<file path="config.mk">
export PLATFORM = sky130hd
export DESIGN_NAME = program_sequencer_flat
export DESIGN_NICKNAME = d
export VERILOG_FILES = /design/src/rtl/program_sequencer_if.sv /design/src/rtl/program_sequencer.sv /design/src/flat_wrapper.sv
export SDC_FILE = /design/constraint.sdc
export NUM_CORES = 1
export LEC_CHECK = 0
export CORE_MARGIN = 1.5
export CORE_UTILIZATION = 41
export DETAILED_ROUTE_END_ITERATION = 10
export PLACE_DENSITY = 0.86
export SETUP_SLACK_MARGIN = 0.5
export SLEW_MARGIN = 20
export SYNTH_ARGS = -nofsm -noshare
export SYNTH_HDL_FRONTEND = slang
export SYNTH_SLANG_ARGS = --single-unit
export TNS_END_PERCENT = 100
</file>
<file path="constraint.sdc">
create_clock -name clk -period 2.01 [get_ports clk]
set_input_delay 0.201 -clock clk [delete_from_list [all_inputs] [get_ports clk]]
set_output_delay 0.201 -clock clk [all_outputs]
set_load 0.05 [all_outputs]
</file>
<file path="src/rtl/program_sequencer_if.sv">
// Sequencer <-> ROM/datapath bundle: program control, ROM fetch port, decode outputs and ALU handshake.
interface program_sequencer_if;
    logic       run;
    logic [1:0] prog_sel;
    logic [1:0] rom_prog;
    logic [7:0] rom_addr;
    logic [7:0] rom_data;
    logic [7:0] ir;
    logic [7:0] pc;
    logic [1:0] dst_reg;
    logic [1:0] src_reg;
    logic [2:0] alu_op;
    logic       alu_start;
    logic       alu_done;
    logic       ld_a;
    logic       ld_b;
    logic       ld_l;
    logic       out_en;
    logic       busy;
    logic       halted;
    logic       error;

    modport master (
        input  run, prog_sel, rom_data, alu_done,
        output rom_prog, rom_addr, ir, pc, dst_reg, src_reg, alu_op,
               alu_start, ld_a, ld_b, ld_l, out_en, busy, halted, error
    );

    modport slave (
        output run, prog_sel, rom_data, alu_done,
        input  rom_prog, rom_addr, ir, pc, dst_reg, src_reg, alu_op,
               alu_start, ld_a, ld_b, ld_l, out_en, busy, halted, error
    );
endinterface

</file>
<file path="src/rtl/program_sequencer.sv">
// Fetch/decode/execute controller: 3 cycles per instruction, ALU ops add n>=1 wait cycles.
// ALU completion is awaited via alu_done with a bounded timeout that halts with a sticky error.
module program_sequencer #(
    parameter logic [7:0] ALU_TIMEOUT = 8'd16,
    parameter logic [7:0] START_ADDR  = 8'h00
) (
    input  logic                       clk,
    input  logic                       reset_n,
    program_sequencer_if.master        bus
);
    localparam logic [2:0] S_IDLE   = 3'd0;
    localparam logic [2:0] S_FETCH  = 3'd1;
    localparam logic [2:0] S_DECODE = 3'd2;
    localparam logic [2:0] S_EXEC   = 3'd3;
    localparam logic [2:0] S_WAIT   = 3'd4;
    localparam logic [2:0] S_HALT   = 3'd5;

    logic [2:0] state;
    logic [7:0] pc_r;
    logic [7:0] ir_r;
    logic [7:0] wait_cnt;
    logic [1:0] prog_r;
    logic       err_r;
    logic [3:0] opcode;
    logic       exec;

    assign opcode = ir_r[7:4];

    always_ff @(posedge clk) begin
        if (!reset_n) begin
            state    <= S_IDLE;
            pc_r     <= START_ADDR;
            ir_r     <= '0;
            prog_r   <= '0;
            err_r    <= 1'b0;
            wait_cnt <= '0;
        end else begin
            case (state)
                S_IDLE: begin
                    if (bus.run) begin
                        prog_r <= bus.prog_sel;
                        pc_r   <= START_ADDR;
                        err_r  <= 1'b0;
                        state  <= S_FETCH;
                    end
                end
                S_FETCH: begin
                    ir_r  <= bus.rom_data;
                    state <= S_DECODE;
                end
                S_DECODE: begin
                    state <= (opcode >= 4'hC) ? S_HALT : S_EXEC;
                end
                S_EXEC: begin
                    pc_r     <= pc_r + 8'd1;
                    wait_cnt <= 8'd1;
                    // opcode[3] clear means an ALU operation (0000-0111)
                    state    <= opcode[3] ? S_FETCH : S_WAIT;
                end
                S_WAIT: begin
                    if (bus.alu_done) begin
                        state <= S_FETCH;
                    end else if (wait_cnt == ALU_TIMEOUT) begin
                        err_r <= 1'b1;
                        state <= S_HALT;
                    end else begin
                        wait_cnt <= wait_cnt + 8'd1;
                    end
                end
                S_HALT: begin
                    if (!bus.run) begin
                        state <= S_IDLE;
                    end
                end
                default: state <= S_IDLE;
            endcase
        end
    end

    // Strobes are pure decodes of EXEC, so they can never fire in any other state.
    assign exec          = (state == S_EXEC);
    assign bus.alu_start = exec && !opcode[3];
    assign bus.ld_l      = exec && (opcode == 4'h8);
    assign bus.ld_a      = exec && (opcode == 4'h9);
    assign bus.ld_b      = exec && (opcode == 4'hA);
    assign bus.out_en    = exec && (opcode == 4'hB);

    assign bus.alu_op    = opcode[3] ? 3'd0 : ir_r[6:4];
    assign bus.dst_reg   = ir_r[3:2];
    assign bus.src_reg   = ir_r[1:0];
    assign bus.ir        = ir_r;
    assign bus.pc        = pc_r;
    assign bus.rom_addr  = pc_r;
    assign bus.rom_prog  = prog_r;
    assign bus.error     = err_r;
    assign bus.halted    = (state == S_HALT);
    assign bus.busy      = (state == S_FETCH) || (state == S_DECODE) ||
                           (state == S_EXEC)  || (state == S_WAIT);
endmodule

</file>
<file path="src/flat_wrapper.sv">
// flat-port wrapper written by rule: the top's interface ports become plain ports
module program_sequencer_flat 
#(
    parameter logic [7:0] ALU_TIMEOUT = 8'd16,
    parameter logic [7:0] START_ADDR  = 8'h00
)
  (clk, reset_n, bus_run, bus_prog_sel, bus_rom_data, bus_alu_done, bus_rom_prog, bus_rom_addr, bus_ir, bus_pc, bus_dst_reg, bus_src_reg, bus_alu_op, bus_alu_start, bus_ld_a, bus_ld_b, bus_ld_l, bus_out_en, bus_busy, bus_halted, bus_error);
  program_sequencer_if bus_i ();
  input  logic clk;
  input  logic reset_n;
  input wire logic [$bits(bus_i.run)-1:0] bus_run;
  input wire logic [$bits(bus_i.prog_sel)-1:0] bus_prog_sel;
  input wire logic [$bits(bus_i.rom_data)-1:0] bus_rom_data;
  input wire logic [$bits(bus_i.alu_done)-1:0] bus_alu_done;
  output wire logic [$bits(bus_i.rom_prog)-1:0] bus_rom_prog;
  output wire logic [$bits(bus_i.rom_addr)-1:0] bus_rom_addr;
  output wire logic [$bits(bus_i.ir)-1:0] bus_ir;
  output wire logic [$bits(bus_i.pc)-1:0] bus_pc;
  output wire logic [$bits(bus_i.dst_reg)-1:0] bus_dst_reg;
  output wire logic [$bits(bus_i.src_reg)-1:0] bus_src_reg;
  output wire logic [$bits(bus_i.alu_op)-1:0] bus_alu_op;
  output wire logic [$bits(bus_i.alu_start)-1:0] bus_alu_start;
  output wire logic [$bits(bus_i.ld_a)-1:0] bus_ld_a;
  output wire logic [$bits(bus_i.ld_b)-1:0] bus_ld_b;
  output wire logic [$bits(bus_i.ld_l)-1:0] bus_ld_l;
  output wire logic [$bits(bus_i.out_en)-1:0] bus_out_en;
  output wire logic [$bits(bus_i.busy)-1:0] bus_busy;
  output wire logic [$bits(bus_i.halted)-1:0] bus_halted;
  output wire logic [$bits(bus_i.error)-1:0] bus_error;
  assign bus_i.run = bus_run;
  assign bus_i.prog_sel = bus_prog_sel;
  assign bus_i.rom_data = bus_rom_data;
  assign bus_i.alu_done = bus_alu_done;
  assign bus_rom_prog = bus_i.rom_prog;
  assign bus_rom_addr = bus_i.rom_addr;
  assign bus_ir = bus_i.ir;
  assign bus_pc = bus_i.pc;
  assign bus_dst_reg = bus_i.dst_reg;
  assign bus_src_reg = bus_i.src_reg;
  assign bus_alu_op = bus_i.alu_op;
  assign bus_alu_start = bus_i.alu_start;
  assign bus_ld_a = bus_i.ld_a;
  assign bus_ld_b = bus_i.ld_b;
  assign bus_ld_l = bus_i.ld_l;
  assign bus_out_en = bus_i.out_en;
  assign bus_busy = bus_i.busy;
  assign bus_halted = bus_i.halted;
  assign bus_error = bus_i.error;
  program_sequencer #(.ALU_TIMEOUT(ALU_TIMEOUT), .START_ADDR(START_ADDR)) u_core (.clk(clk), .reset_n(reset_n), .bus(bus_i));
endmodule
</file>
**Run 1: wiring by layer**

Scale bar: 20 um. Only two layers are drawn.
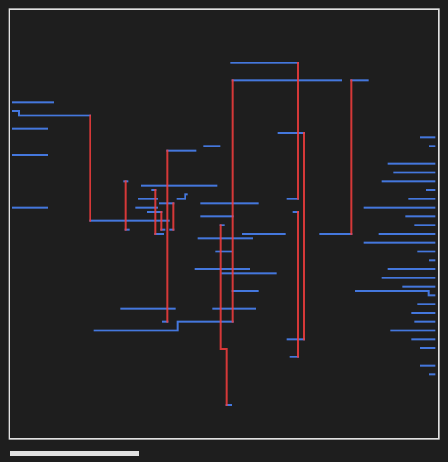
[red] M4 | wire length: 229 um
[blue] M3 | wire length: 341 um

**Run 1: routing congestion**

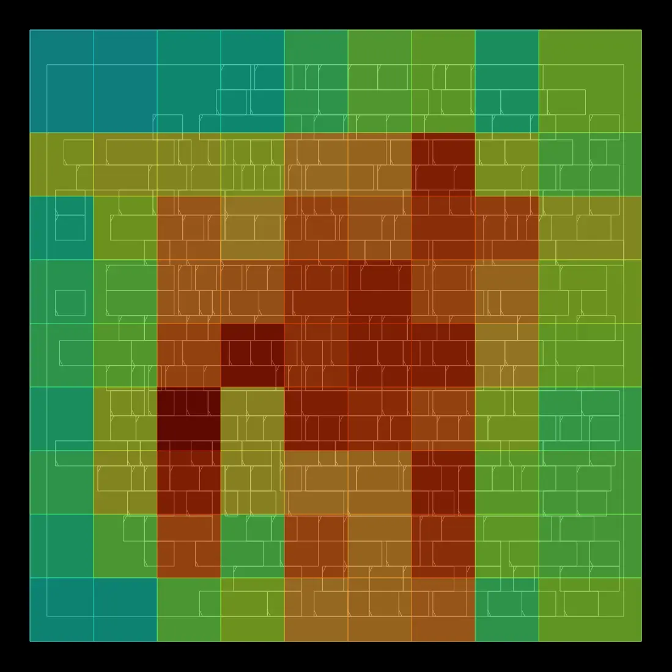
met3 usage: 0.0596
wire per inst: 17.8 um
Layout Utilization: 0.761

**Run 1: logic cells by family**

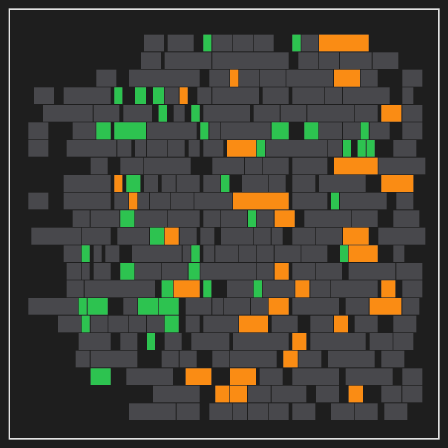
[orange] nor cells | cells: 30 | most used: nor2b_1
[green] nand cells | cells: 39 | most used: nand2_1

==> Changelog: implementation, run 1 <==
## Implementation

- Die area: 4400 um2
- Layout area overhead: 73.4%
- Yosys cell types: 41
- Cell Area, Synth: 1640 um2
- Tightest Pin Transition: 508 ps
- Final TNS setup: 0 ps
- Via density per instance: 5.59
- Yosys warnings: 0
- DRC: 0
- Final period util: 0.943
- Max-cap violations: 0
- Gr usage total: 0.225
- Final Wtd Congestion: 0.794
- Outcome: finished clean
- Worst R2R Start: u_core.wait_cnt[1]$_SDFFE_PN0P_
- Biggest combinational cell group after synthesis: simple AND/OR/NAND/NOR gates
- EDFF count, synth: 0
- Hold WS: 470 ps
- Synth Seq Share: 0.365
- TritonRoute pass-1 iters: 4
- Hold-fix buffers at CTS: 0
- CP max stage delay: 460 ps
- Clock sinks: 30
- Placed cell area: 2320 um2
- Met1 Resource Use GR: 0.228
- Die X: 66.3 um
- YS chip area: 1640 um2
- CTS tree: built
- Initial antenna violation count: 0
- Placed instance count: 281
- Setup crit start kind: flip-flop
- RSZ-0062 raised after global routing: yes
- Cell family with most CP delay: simple AND/OR/NAND/NOR gates
- Number of hold violations in the final report: 0
- Avg Inst Size Synth: 8.61 um2
- Hold/Removal Path Class: reg -> reg
- Basic Gates by Area: 0.312
- F_max: 527 MHz
- Die extent in y: 66.3 um
- Routed vias: 1755
- Share of cells above drive strength 1: 0.380
- Met3 WL: 340 um
- Slew margin rel.: 0.662
- Pre-Place Util: 0.439
- Bufs on Longest Clock Path: 2
- Tool warnings: 30
- Max Used Layer: met4
- VDD IR max: 631 uV
- CP bufs+invs: 1
- CP endpoint kind: flip-flop
- Mux frac, synth: 0.0670
- Ys flop type: dfxtp_1
- Synth Instances: 191
- Antenna Nets Post-Route: 0
- Worst-path maximum fanout: 4
- Drt total wl: 5.60 mm
- R2r setup slk: 110 ps
- Fin area: 2850 um2
- Setup bufs post-CTS: 15
- First-pass GRT wire length: 7.36 mm
- Congestion Overflow GR: 0
- CP startpoint: u_core.wait_cnt[1]$_SDFFE_PN0P_
- Post-Synth XOR/XNOR Area: 0.0107
- GRT busiest layer: met2
- Latest clock arrival within the worst-skew pair: 300 ps
- Filler cell count: 233
- PD cells: 693 nW/um2
- Met2 WL: 2.91 mm
- Clk slew on worst S/H paths: 70 ps
- Met2 global-route usage: 0.414
- Clock root buffer: clkbuf_8
- Detailed placement HPWL: 2.91 mm
- Static leakage: 0.00126 uW
- Setup violators final: 0
- Input/output buffers: 54
- Ys cells: 191
- Crit path required time: 2190 ps
- Vias in the first global route: 1606
- AND-OR/OR-AND Cells, Area Fraction: 0.135
- Synth flops: 30
- Largest net degree at the start of global routing: 22
- Adder-cell share of the synthesized area: 0.0228
- Crit path cell chain: inv_2 > ha_1 > or4b_4 > o41a_4 > or2_1 > o211a_1
-- run 1: per-stage QoR --
| stage | power [uW] | setup WS, ps | util |
|---|---|---|---|
| floorplan | 967 | 125 | - |
| finish | 1970 | 114 | 0.761 |
| global placement | 1080 | 88.0 | 0.619 |
| detailed placement | 1090 | 52.0 | 0.619 |
| global route | 2030 | 56.8 | 0.761 |
| CTS | 1890 | 94.0 | 0.705 |
-- run 1: synthesized netlist by cell type (3+ instances only) --
| cell type | instances | area, um2 |
|---|---|---|
| nand4_1 | 4 | 25.0 |
| nand2_1 | 25 | 93.8 |
| nand4b_1 | 4 | 35.0 |
| a21oi_1 | 6 | 30.0 |
| nor2b_1 | 11 | 68.8 |
| inv_1 | 4 | 15.0 |
| clkbuf_1 | 9 | 33.8 |
| buf_4 | 12 | 90.1 |
| nand3_1 | 4 | 20.0 |
| nor4_1 | 3 | 18.8 |
| o211ai_1 | 4 | 30.0 |
| mux2i_1 | 11 | 110 |
| nor3b_1 | 4 | 30.0 |
| ha_1 | 3 | 37.5 |
| a21boi_0 | 5 | 37.5 |
| and2_1 | 3 | 18.8 |
| and3_1 | 7 | 43.8 |
| o21ai_0 | 3 | 15.0 |
| dfxtp_1 | 30 | 601 |
| nor4b_1 | 3 | 26.3 |
| nor2_1 | 9 | 33.8 |
-- run 1: cell usage in the layout (no fill, tap or decap), types with 3 or more instances in the layout --
cell type        instances
clkbuf_8                 6
dfxtp_1                 21
dlygate4sd2_1           27
nor2_1                   4
dfxtp_4                  3
nand4b_1                 4
and2_1                   3
o21ai_0                  3
nor2b_1                  8
nand4_1                  4
buf_6                   15
buf_8                    4
nor2_4                   5
mux2i_1                 10
and3_1                   5
nand2_1                 22
nand3_1                  4
buf_12                   5
o211ai_1                 4
buf_4                   19
dfxtp_2                  6
nand2_2                  3
ha_1                     3
a21oi_1                  5
clkdlybuf4s50_1         13
-- run 1: power by group --
part	total [uW]	switching [uW]	internal, uW
Sequential	661	38.3	623
Clock	775	246	529
Combinational	538	307	231
Total	1970	591	1380
-- run 1: state kept, by name, summed over array words and instances (netlist names) --
signal               count
u_core.bus.rom_prog      2
u_core.bus.error         1
u_core.wait_cnt          8
u_core.bus.ir            8
u_core.state             3
u_core.bus.pc            8
-- run 1: layout make-up --
type                    count  area [um2]  share of cell area
repair buffers             89         913               0.320
clock inverters             2        60.1              0.0211
multi-input cells         135        1100               0.385
flip-flops and latches     30         619               0.217
well taps                  48        60.1              0.0211
clock buffers               6        82.6              0.0290
inverters                   4        17.5             0.00615
-- run 1: worst register-to-register path, stage by stage (launching register included) --
cell and delay [ps]:
dfxtp_2 320, inv_2 50, ha_1 120, or4b_4 460
o41a_4 380, or2_1 250, o211a_1 210
-- run 1: worst paths after layout --
check | endpoint | depth (start not counted)
worst min register to register | u_core.bus.rom_prog[1]$_SDFFE_PN0P_ | 2
worst max register to register | u_core.wait_cnt[0]$_SDFFE_PN0P_ | 6
worst min-delay path | u_core.bus.rom_prog[1]$_SDFFE_PN0P_ | 2
worst max-delay path | u_core.wait_cnt[0]$_SDFFE_PN0P_ | 6
**Run 1: register map, names as in the netlist**

Scale bar: 20 um. Other sequential cells in the stronger grey, the rest of the logic in the fainter grey.
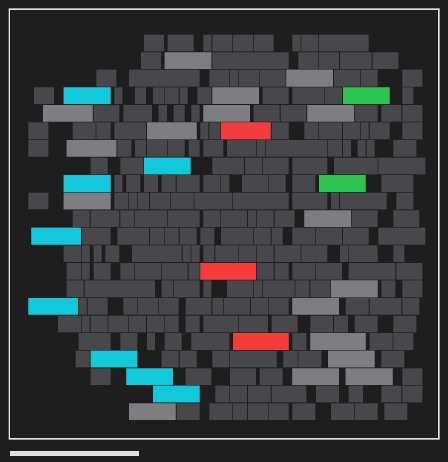

## Run 2: what changed since run 1
Settings changed: CTS_CLUSTER_DIAMETER from default to 30, GPL_TIMING_DRIVEN from default to 0.
**Run 2: register map, names as in the netlist**

Scale bar: 20 um. Other sequential cells in the stronger grey, the rest of the logic in the fainter grey.
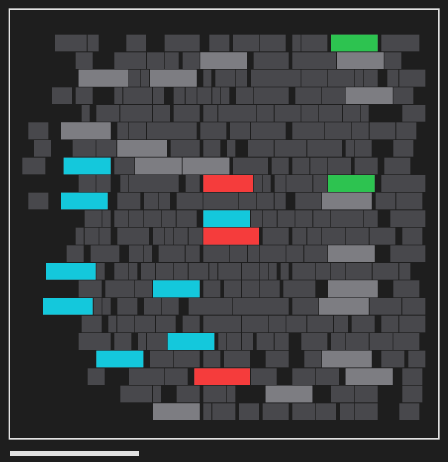
[red] `u_core.state` | flops: 3
[green] `u_core.bus.rom_prog` | flops: 2
[cyan] `u_core.wait_cnt` | flops: 8

==> run 2 against run 1 <==
  * Flip-flop count did not move
  * Largest cell class unchanged
  * Cell area rose by 3.2%
  * Final cell count rose by 6.7%
  * Setup slack got worse by 27 ps
  * Largest power group is now registers
  * Utilization rose by 2.4 points
  * Synthesized cell count did not move
  * Combinational power rose by 11%
  * Register-to-register slack got worse by 30 ps
==> Changelog: implementation, run 2 <==
## Implementation

- Placed cell area: 2330 um2
- RSZ-0062 raised after global routing: yes
- First-pass GRT wire length: 7.91 mm
- Final TNS setup: 0 ps
- PD cells: 607 nW/um2
- Gr usage total: 0.245
- Avg Inst Size Synth: 8.61 um2
- Yosys top cell by area: dfxtp_1
- Via density per instance: 5.55
- Fin area: 2940 um2
- Worst R2R Start: u_core.wait_cnt[0]$_SDFFE_PN0P_
- Combinational group share of total power: 0.335
- CP endpoint kind: flip-flop
- Layout area overhead: 78.9%
- Setup violators final: 0
- R2R Path End: u_core.wait_cnt[0]$_SDFFE_PN0P_
- Area leader share: 0.365
- Most common cell in the netlist: dfxtp_1
- Congestion Overflow GR: 0
- DRC: 0
- Max-cap violations: 0
- Routed vias: 1860
- Crit path required time: 2190 ps
- R2r setup slk: 90 ps
- Die X: 66.3 um
- CTS tree: built
- Slew margin rel.: 0.663
- Ys cells: 191
- Bufs on Longest Clock Path: 2
- Hold WS: 384 ps
- Number of hold violations in the final report: 0
- Number of cells on the worst hold path: 3
- Hold/Removal Path Class: in -> reg
- Clock root buffer: clkbuf_8
- Initial antenna violation count: 0
- Synth flops: 30
- Share of cells above drive strength 1: 0.456
- Cell Area, Synth: 1640 um2
- Static leakage: 0.00128 uW
- CP max stage delay: 470 ps
- Yosys cell types: 41
- Hold-fix buffers at CTS: 0
- Largest net degree at the start of global routing: 11
- Top cells excl fill/tap: buf_4, nand2_1, buf_6, dfxtp_1, dlygate4sd2_1
- Die extent in y: 66.3 um
- Drt total wl: 6.11 mm
- Die area: 4400 um2
- Pre-Place Util: 0.439
- Most frequent logic cell in the layout: buf_4
- Latest clock arrival within the worst-skew pair: 300 ps
- Tightest Pin Transition: 508 ps
- Detailed placement HPWL: 2.87 mm
- Final Wtd Congestion: 0.751
- Sequential share of power: 0.373
- Int Pwr: 1170 uW
- YS chip area: 1640 um2
- Ys flop type: dfxtp_1
- Antenna Nets Post-Route: 0
- Wire per inst: 18.2 um
- Setup crit start kind: flip-flop
- Worst-path maximum fanout: 5
- Synth area leaders: dfxtp_1, mux2i_1, nand2_1, buf_4, nor2b_1
- Input/output buffers: 53
- Vias in the first global route: 1642
- F_max: 520 MHz
- Clk pwr share: 0.292
- Tool warnings: 30
- Outcome: finished clean
- Filler cell count: 216
- Final period util: 0.957
- TritonRoute pass-1 iters: 4
- Clk slew on worst S/H paths: 60 ps
- Worst hold endpoint: u_core.wait_cnt[2]$_SDFFE_PN0P_
- Switch share: 0.343
- Clock sinks: 30
- VDD IR max: 403 uV
-- run 2: cells by family (layout without fill, tap and decap cells) --
kind of cell / after synthesis / after routing / share of synthesized area
xor gates and xnor gates: 2 / 2 / 0.0107
buffers and inverters: 26 / 122 / 0.0868
and+or+nand+nor: 89 / 89 / 0.312
muxes: 11 / 11 / 0.0670
DFF: 30 / 30 / 0.365
adders and majority gates: 3 / 3 / 0.0228
AOI/OAI and AO/OA: 30 / 30 / 0.135
-- run 2: cell type report --
class / count / area, um2 / area share
Buffer: 22 / 180 / 0.0613
Clock buffer: 7 / 86.3 / 0.0293
Clock inverter: 1 / 5.00 / 0.00170
Inverter: 4 / 15.0 / 0.00510
Multi-Input combinational cell: 135 / 1130 / 0.385
Sequential cell: 30 / 621 / 0.211
Tap cell: 48 / 60.1 / 0.0204
Timing Repair Buffer: 88 / 841 / 0.286
-- run 2: routing by layer --
metal	global-route usage	wire, um
met1	0.262	2340
met2	0.436	3130
met3	0.0733	393
met4	0.112	243
met5	0	0
-- run 2: how the worst max path moves through the flow --
stage,start,to
after floorplan,u_core.wait_cnt[0]$_SDFFE_PN0P_,u_core.wait_cnt[0]$_SDFFE_PN0P_
after global placement,u_core.state[0]$_SDFFE_PN0P_,bus_ld_b
after detailed placement,u_core.state[0]$_SDFFE_PN0P_,bus_ld_l
after CTS,u_core.wait_cnt[0]$_SDFFE_PN0P_,u_core.wait_cnt[0]$_SDFFE_PN0P_
after global routing,u_core.wait_cnt[1]$_SDFFE_PN0P_,u_core.wait_cnt[0]$_SDFFE_PN0P_
final,u_core.wait_cnt[0]$_SDFFE_PN0P_,u_core.wait_cnt[0]$_SDFFE_PN0P_
-- run 2: metrics by stage --
stage / setup slack (ps) / total power [uW] / utilization / std cells
floorplan: 125 / 967 / - / 191
global placement: -231 / 1090 / 0.623 / 292
detailed placement: -306 / 1100 / 0.623 / 292
CTS: 106 / 1680 / 0.719 / 321
global route: 32.8 / 1850 / 0.786 / 335
finish: 87.1 / 1780 / 0.786 / 335
-- run 2: power by group through the flow --
| stage | clock (uW) | sequential (uW) | combinational [uW] |
|---|---|---|---|
| global placement | 0 | 673 | 421 |
| finish | 520 | 666 | 598 |
| CTS | 516 | 658 | 504 |
| global route | 553 | 668 | 624 |
| floorplan | 0 | 733 | 234 |
| detailed placement | 0 | 675 | 424 |
-- run 2: what timing repair did --
item	4_1_cts	5_1_grt
setup endpoints to repair	67	47
setup buffers	21	14
pin swaps	17	14
resized	138	58
-- run 2: critical path, delay by kind of cell (launching register included) --
family                   cells  cell delay (ps)
AND/OR/NAND/NOR              2              720
AND-OR/OR-AND                2              600
flip-flops                   1              320
adder cells (fa/ha/maj)      1              120
buffers and inverters        1               40
**Run 2: cells coloured by class**

Scale bar: 20 um.
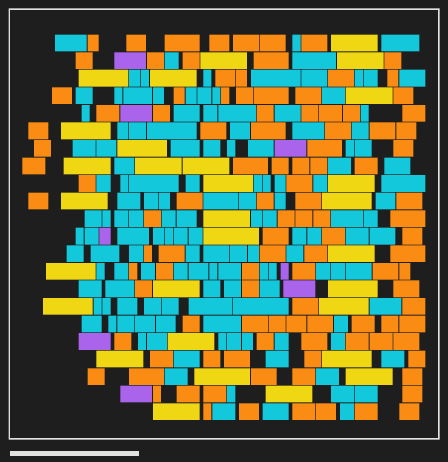

## Run 3: what changed since run 2
Settings changed: ABC_AREA from default to 1, SLEW_MARGIN 20 to default.
**Run 3: cells coloured by class**

Scale bar: 20 um.
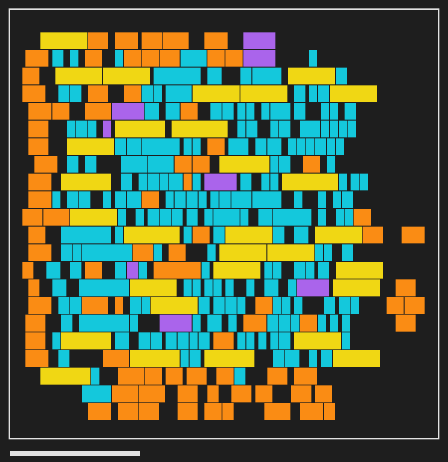
[purple] clock drivers and dummy loads | cells: 8
[yellow] sequential cells | cells: 30
[cyan] remaining logic cells | cells: 191
[orange] remaining buffers and delay cells | cells: 84

==> run 3 against run 2 <==
  * Critical path depth is the same
  * Critical path type is now reg -> out
  * Cell area down 14%
  * Power decreased by 4.2%
  * Largest power group unchanged
  * Combinational power is 11% lower
  * Largest cell class unchanged
  * Global-route usage down 2.0 points
==> Changelog: implementation, run 3 <==
## Implementation

- Worst-path maximum fanout: 5
- Drt total wl: 4.68 mm
- CP bufs+invs: 3
- Async SR Flop Fraction: 0
- Final Wtd Congestion: 0.841
- Die extent in y: 65.9 um
- Top cells excl fill/tap: nand2_1, buf_4, nor2_1, a21oi_1
- Filler cell count: 334
- Tool warnings: 30
- YS chip area: 1620 um2
- Area of the multi-input gates: 921 um2
- Synth Instances: 237
- H-tree Lvls: 2
- Largest net degree at the start of global routing: 11
- Yosys warnings: 0
- Slew Viols, Final: 0
- Outcome: finished clean
- Final Skew: 7.58 ps
- Cell Area, Synth: 1620 um2
- Clk slew on worst S/H paths: 70 ps
- Wire per inst: 13.0 um
- CTS tree: built
- Setup violators final: 0
- First-pass GRT wire length: 7.54 mm
- Layout Cells excl Fill: 361
- CP endpoint kind: output pin
- Worst hold endpoint: u_core.bus.ir[3]$_SDFFE_PN0N_
- Synth flops: 30
- Pre-CTS setup slack: -216 ps
- Hold Startpoint: u_core.bus.ir[3]$_SDFFE_PN0N_
- Number of diodes: 0
- Slew margin rel.: 0.659
- Via density per instance: 4.96
- Clock sinks: 30
- Placed cell area: 2310 um2
- Fin area: 2530 um2
- PD cells: 676 nW/um2
- Routed vias: 1792
- Tightest Pin Transition: 513 ps
- Ys flop type: dfxtp_1
- Input/output buffers: 54
- Clock root buffer: clkbuf_8
- Gr usage total: 0.224
- Share of cells above drive strength 1: 0.281
- Depth of the worst register-to-register path: 9
- Die X: 65.9 um
- Number of hold violations in the final report: 0
- Core region area: 3740 um2
- Synth area leaders: dfxtp_1, nand2_1, a21oi_1, nor2_1, buf_4
- Die area: 4350 um2
- RSZ-0062 raised after global routing: yes
- Final worst setup slack: 416 ps
- Detailed placement HPWL: 3.17 mm
- R2R Path End: u_core.bus.ir[1]$_SDFFE_PN0N_
- Num ports: 55
- Crit path DAT: 1390 ps
- EDFF count, synth: 0
- Cell family with most CP delay: buffers and inverters
- Final period util: 0.793
- CP max stage delay: 380 ps
- Reg area: 621 um2
- Most frequent logic cell in the layout: nand2_1
- Vias in the first global route: 1685
- Crit path time final: 1590 ps
- F_max: 628 MHz
- Setup crit start kind: flip-flop
- Yosys cell types: 25
- Final TNS setup: 0 ps
- R2r setup slk: 550 ps
- Most common cell in the netlist: nand2_1
- Synth Net Count: 254
- VDD IR max: 469 uV
- Hold/Removal Path Class: reg -> reg
- Placed instance count: 339
- Area leader share: 0.370
- Crit path required time: 1810 ps
- Initial antenna violation count: 0
- Synth top cells by count: nand2_1, dfxtp_1, nor2_1, a21oi_1, inv_1
- Crit path cell chain: nand2_4 > inv_4 > nand2_8 > buf_12 > nor4_4 > buf_6
- Congestion Overflow GR: 0
- Worst R2R Start: u_core.state[0]$_SDFFE_PN0P_
- Antenna Nets Post-Route: 0
- Latest clock arrival within the worst-skew pair: 290 ps
- Layout area overhead: 55.7%
- Bufs on Longest Clock Path: 2
- Nets: 329
- Static leakage: 0.00111 uW
- Max-cap violations: 0
- Synth Seq Share: 0.370
- Pre-Place Util: 0.434
- TritonRoute pass-1 iters: 4
- Yosys top cell by area: dfxtp_1
- Ys cells: 237
- Number of cells on the worst hold path: 2
- Slowest CP cell: dfxtp_4
- Avg Inst Size Synth: 6.85 um2
- Num CTS Buffers: 5
- WS Path Type: reg -> out
- Row Count: 22
- Initial drt markers: 80
- DRC: 0
-- run 3: cell types whose count changed in the layout (fill, tap and decap cells not counted), moves of 5 or more --
| cell | delta |
|---|---|
| a21oi_1 | +19 |
| and3_1 | -5 |
| buf_6 | -12 |
| buf_8 | -9 |
| dlygate4sd2_1 | +7 |
| inv_1 | +22 |
| mux2i_1 | -11 |
| nand2_1 | +21 |
| nand3_1 | +13 |
| nor2_1 | +23 |
| nor2b_1 | -8 |
| o21ai_0 | +16 |
-- run 3: repair_timing --
action | 4_1_cts | 5_1_grt
setup endpoints to repair | 41 | 26
gates resized | 105 | 23
gates cloned | 0 | 0
pin swaps | 1 | 6
buffers inserted | 5 | 9
hold buffers | 0 | 0
-- run 3: tightest hold or removal path: cells and delay by family (launching register included) --
family          cells  cell delay [ps]
flops               1              320
simple gates        1               70
compound gates      1               50
-- run 3: worst max-delay path by stage --
stage / start / endpoint / slack (ps) / depth (start not counted)
4_1_cts: u_core.state[0]$_SDFFE_PN0P_ / bus_ld_l / 290 / 6
2_1_floorplan: u_core.bus.ir[6]$_SDFFE_PN0N_ / bus_alu_op[2] / 360 / 2
5_1_grt: u_core.state[2]$_SDFFE_PN0P_ / bus_ld_l / 370 / 7
6_report: u_core.state[0]$_SDFFE_PN0P_ / bus_ld_l / 420 / 6
3_3_place_gp: u_core.state[2]$_SDFFE_PN0P_ / bus_ld_b / -160 / 7
3_5_place_dp: u_core.state[2]$_SDFFE_PN0P_ / bus_ld_l / -220 / 7
-- run 3: layout make-up --
class | count | area share
inverter | 28 | 0.0435
clock buffer | 7 | 0.0341
clock inverter | 1 | 0.00198
tap | 48 | 0.0238
timing repair buffer | 68 | 0.238
multi-input combinational | 163 | 0.364
sequential | 30 | 0.245
buffer | 16 | 0.0495
-- run 3: logic make-up after synthesis --
| family | share of synthesized area |
|---|---|
| flops | 0.370 |
| buf+inv | 0.136 |
| xor+xnor | 0.0162 |
| compound gates | 0.153 |
| simple gates | 0.302 |
| fa+ha+maj | 0.0231 |
-- run 3: metrics by stage --
step	hold WS, ps	total power (uW)	util
2_1_floorplan	332	1020	-
5_1_grt	511	1790	0.675
6_report	479	1710	0.675
4_1_cts	471	1680	0.647
3_5_place_dp	463	1180	0.616
3_3_place_gp	465	1180	0.616
-- run 3: layer usage --
metal,track usage,part of all wire
met5,0,0
met4,0.0791,0.020
met3,0.0562,0.062
met2,0.412,0.53
met1,0.249,0.39
-- run 3: power breakdown --
group	total [uW]	switching, uW	internal (uW)
logic	534	362	172
clock network	501	226	276
registers	675	44.1	630
No activity file was given, so power comes from the tool's default toggle rates.
